closeup.png
Scale bar: 10 um. Region (136, 136) to (161, 161) um. Cells in grey, sequential cells in the stronger grey; small squares are vias.
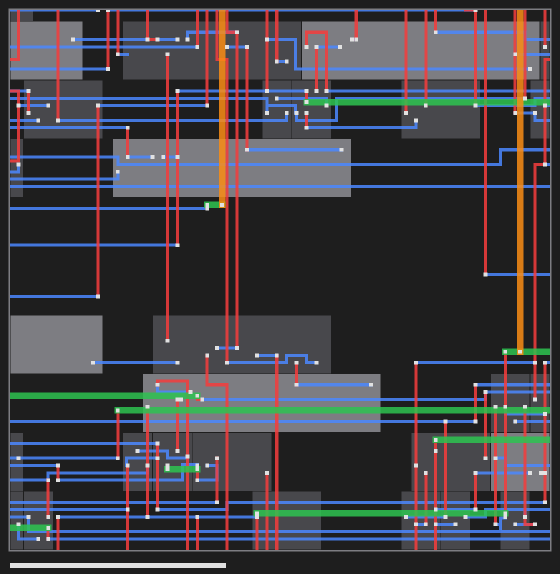
ff_map.png
Scale bar: 200 um. Other sequential cells in the stronger grey, the rest of the logic in the fainter grey.
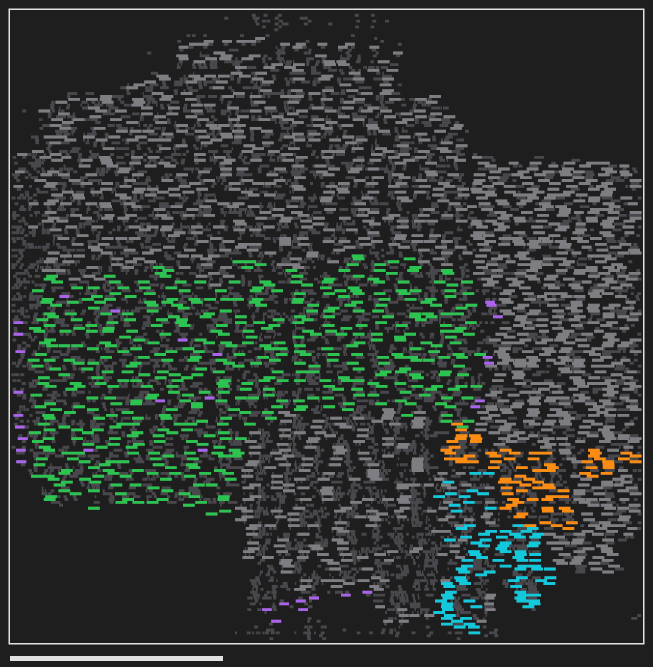
congestion_map.png
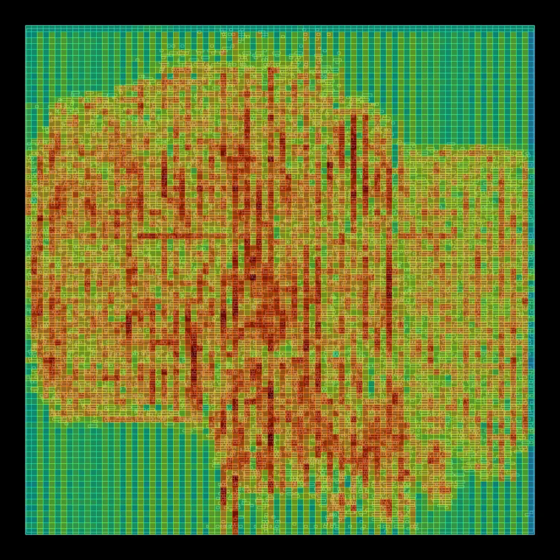
port_trees.png
Scale bar: 200 um.
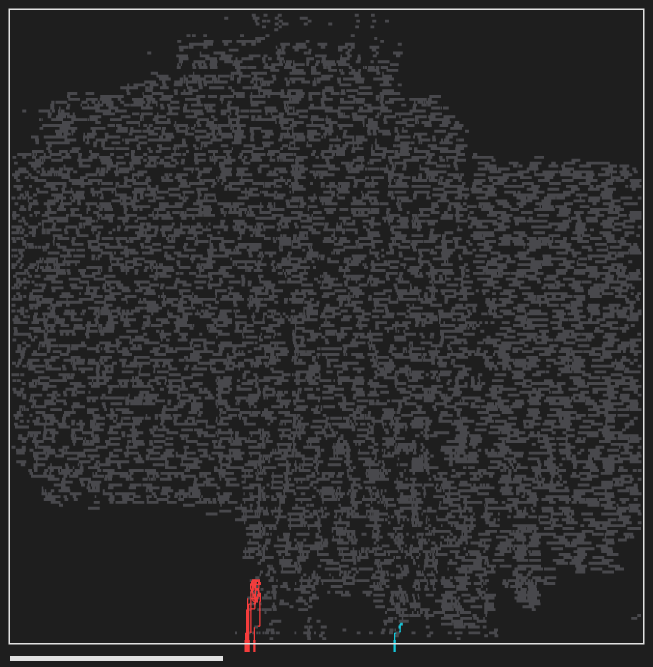
==> config.mk <==
export PLATFORM = sky130hd
export DESIGN_NAME = ls_buffer
export DESIGN_NICKNAME = d
export VERILOG_FILES = /design/src/rtl/ls_buffer.sv
export SDC_FILE = /design/constraint.sdc
export NUM_CORES = 2
export LEC_CHECK = 0
export CORE_MARGIN = 1
export CORE_UTILIZATION = 30
export DETAILED_ROUTE_END_ITERATION = 6
export PLACE_DENSITY_LB_ADDON = 0.15
export SLEW_MARGIN = 20
export SYNTH_ARGS = -nofsm -noshare
export SYNTH_HDL_FRONTEND = slang
export SYNTH_SLANG_ARGS = --single-unit
==> constraint.sdc <==
create_clock -name clk_in -period 7.2 [get_ports clk_in]
set_input_delay 0.72 -clock clk_in [delete_from_list [all_inputs] [get_ports clk_in]]
set_output_delay 0.72 -clock clk_in [all_outputs]
set_load 0.01 [all_outputs]
==> notes.md <==
The layout was made with Yosys and OpenROAD.

The count of distinct cell types in the synthesized netlist is 65. OpenSTA, run right after detailed placement, puts the worst setup slack at 1522 ps. After detailed routing, no signal wire sits above met5. The relative contribution of the clock network to total power is 35.4%. The number of synthesized flops with an enable pin is 1872. Looking at area per cell type in the netlist, the leader is sky130_fd_sc_hd__edfxtp_1. The cell family contributing the most delay on the critical path is simple AND/OR/NAND/NOR gates.

The maximum buffer depth of the clock tree is 4. In the final layout, excluding clock inverters the inverter count is 74. The share of power burned in registers is 38.3%. The floorplan die height is 593.8 um. In the detailed route, the total length drawn on met3 is 31.82 mm. The number of buffers and inverters on the critical path is 2. The report shows a maximum critical-path fanout of 30. TritonRoute reported its final design rule violation total as 0.

STA classifies the critical path endpoint as a flip-flop. Per the placement report, the placed cell count is 12310. The iteration-0 DRC count of the detailed router is 8324. The filler cells instantiated in the layout total 33310. The worst setup margin is 1474 ps. For this run, combinational gates with multiple inputs come to 5021.

Hold is met by 209.5 ps. The vias per cell is 5.590. Leaving out fill and tap cells, the most frequent cells in the layout are sky130_fd_sc_hd__edfxtp_1 (1872), sky130_fd_sc_hd__nand2_1 (1105), sky130_fd_sc_hd__mux2i_1 (1091). There are 2025 flip-flops and latches. The count of max-cap constraint violations is 0. The synthesized netlist occupies a cell area of 105100 um2. The pin slew with the least headroom to its limit is 1217 ps. The placed wire-length estimate after detailed placement is 235.6 mm. The run finished with clean final reports.

In this design, the stage delay of the slowest critical-path cell is 1050 ps. The slowest library cell on the worst path is sky130_fd_sc_hd__dfrtp_4. The proportion of synthesized flip-flops having asynchronous set or reset is 7.556%. The clock skew after layout is 74.91 ps. The antenna diode instance count is 24. For reference, the most critical setup path is categorized as reg -> reg.

Of the total power, combinational logic draws 26.3%. The class of the most critical hold timing path is in -> reg. The report lists the cells along the critical path as nor2b_1, a22o_1, nor2_1, and4_1, a211oi_2, nor2_1, nand2_1, inv_1, fa_1, inv_1, a21o_1, a21oi_1, or4_1, a31o_1, a211o_1. The share of layout cells above drive strength 1 is 16.38%. The number of buffers added for setup after CTS is 0.

The number of clock-tree buffers in the layout is 315. The chip area line in the Yosys stat output reads 105100 um2. For the clock group, total power comes out at 13.0 mW. The net count of the mapped netlist is 8247.

The cell depth of the worst hold path is 2. After detailed routing, the wire length on met1 is 179.4 mm. The root buffer cell chosen for the clock tree is sky130_fd_sc_hd__clkbuf_16.
Back to the opening pictures, closeup.png:
legend:
  M1:
    colour: blue
  M2:
    colour: red
  M3:
    colour: green
  M4:
    colour: orange
sequential cells in the window: 3
most frequent: nand2_1 (6), mux2i_1 (4), o21ai_0 (4)
cells with their middle in the window: 20

Back to the opening pictures, ff_map.png:
legend:
  opcode_q:
    colour: cyan
    sequential_cells: 96
    where: lower right
  vk_q:
    colour: green
    sequential_cells: 512
  rob_id_q:
    colour: orange
    sequential_cells: 80
    where: lower right
  vk_lsb_out:
    colour: purple
    sequential_cells: 32
post-layout utilization of the core: 34.95%
sequential logic power: 14.0 mW
FF/Latch Area: 60050 um2
Seq area share: 49.48%

Back to the opening pictures, congestion_map.png:
all-layer global routing usage: 23.61%
met1 Usage GRT: 32.10%
Routed wire per std cell: 33.53 um
M2 GR Usage: 38.17%

Back to the opening pictures, port_trees.png:
legend:
  dispatch_qk_in:
    colour: red
    bits: 5
    direction: input
    edge: bottom
    end_cells: 14
    buffers: 5
    wire: 337 um
  dispatch_valid_in:
    colour: cyan
    bits: 1
    direction: input
    edge: bottom
    end_cells: 2
    buffers: 1
    wire: 18.5 um
number of ports placed on the die boundary: 311
number of input and output port buffers inserted: 310

Power is estimated from default activity; no workload was simulated.
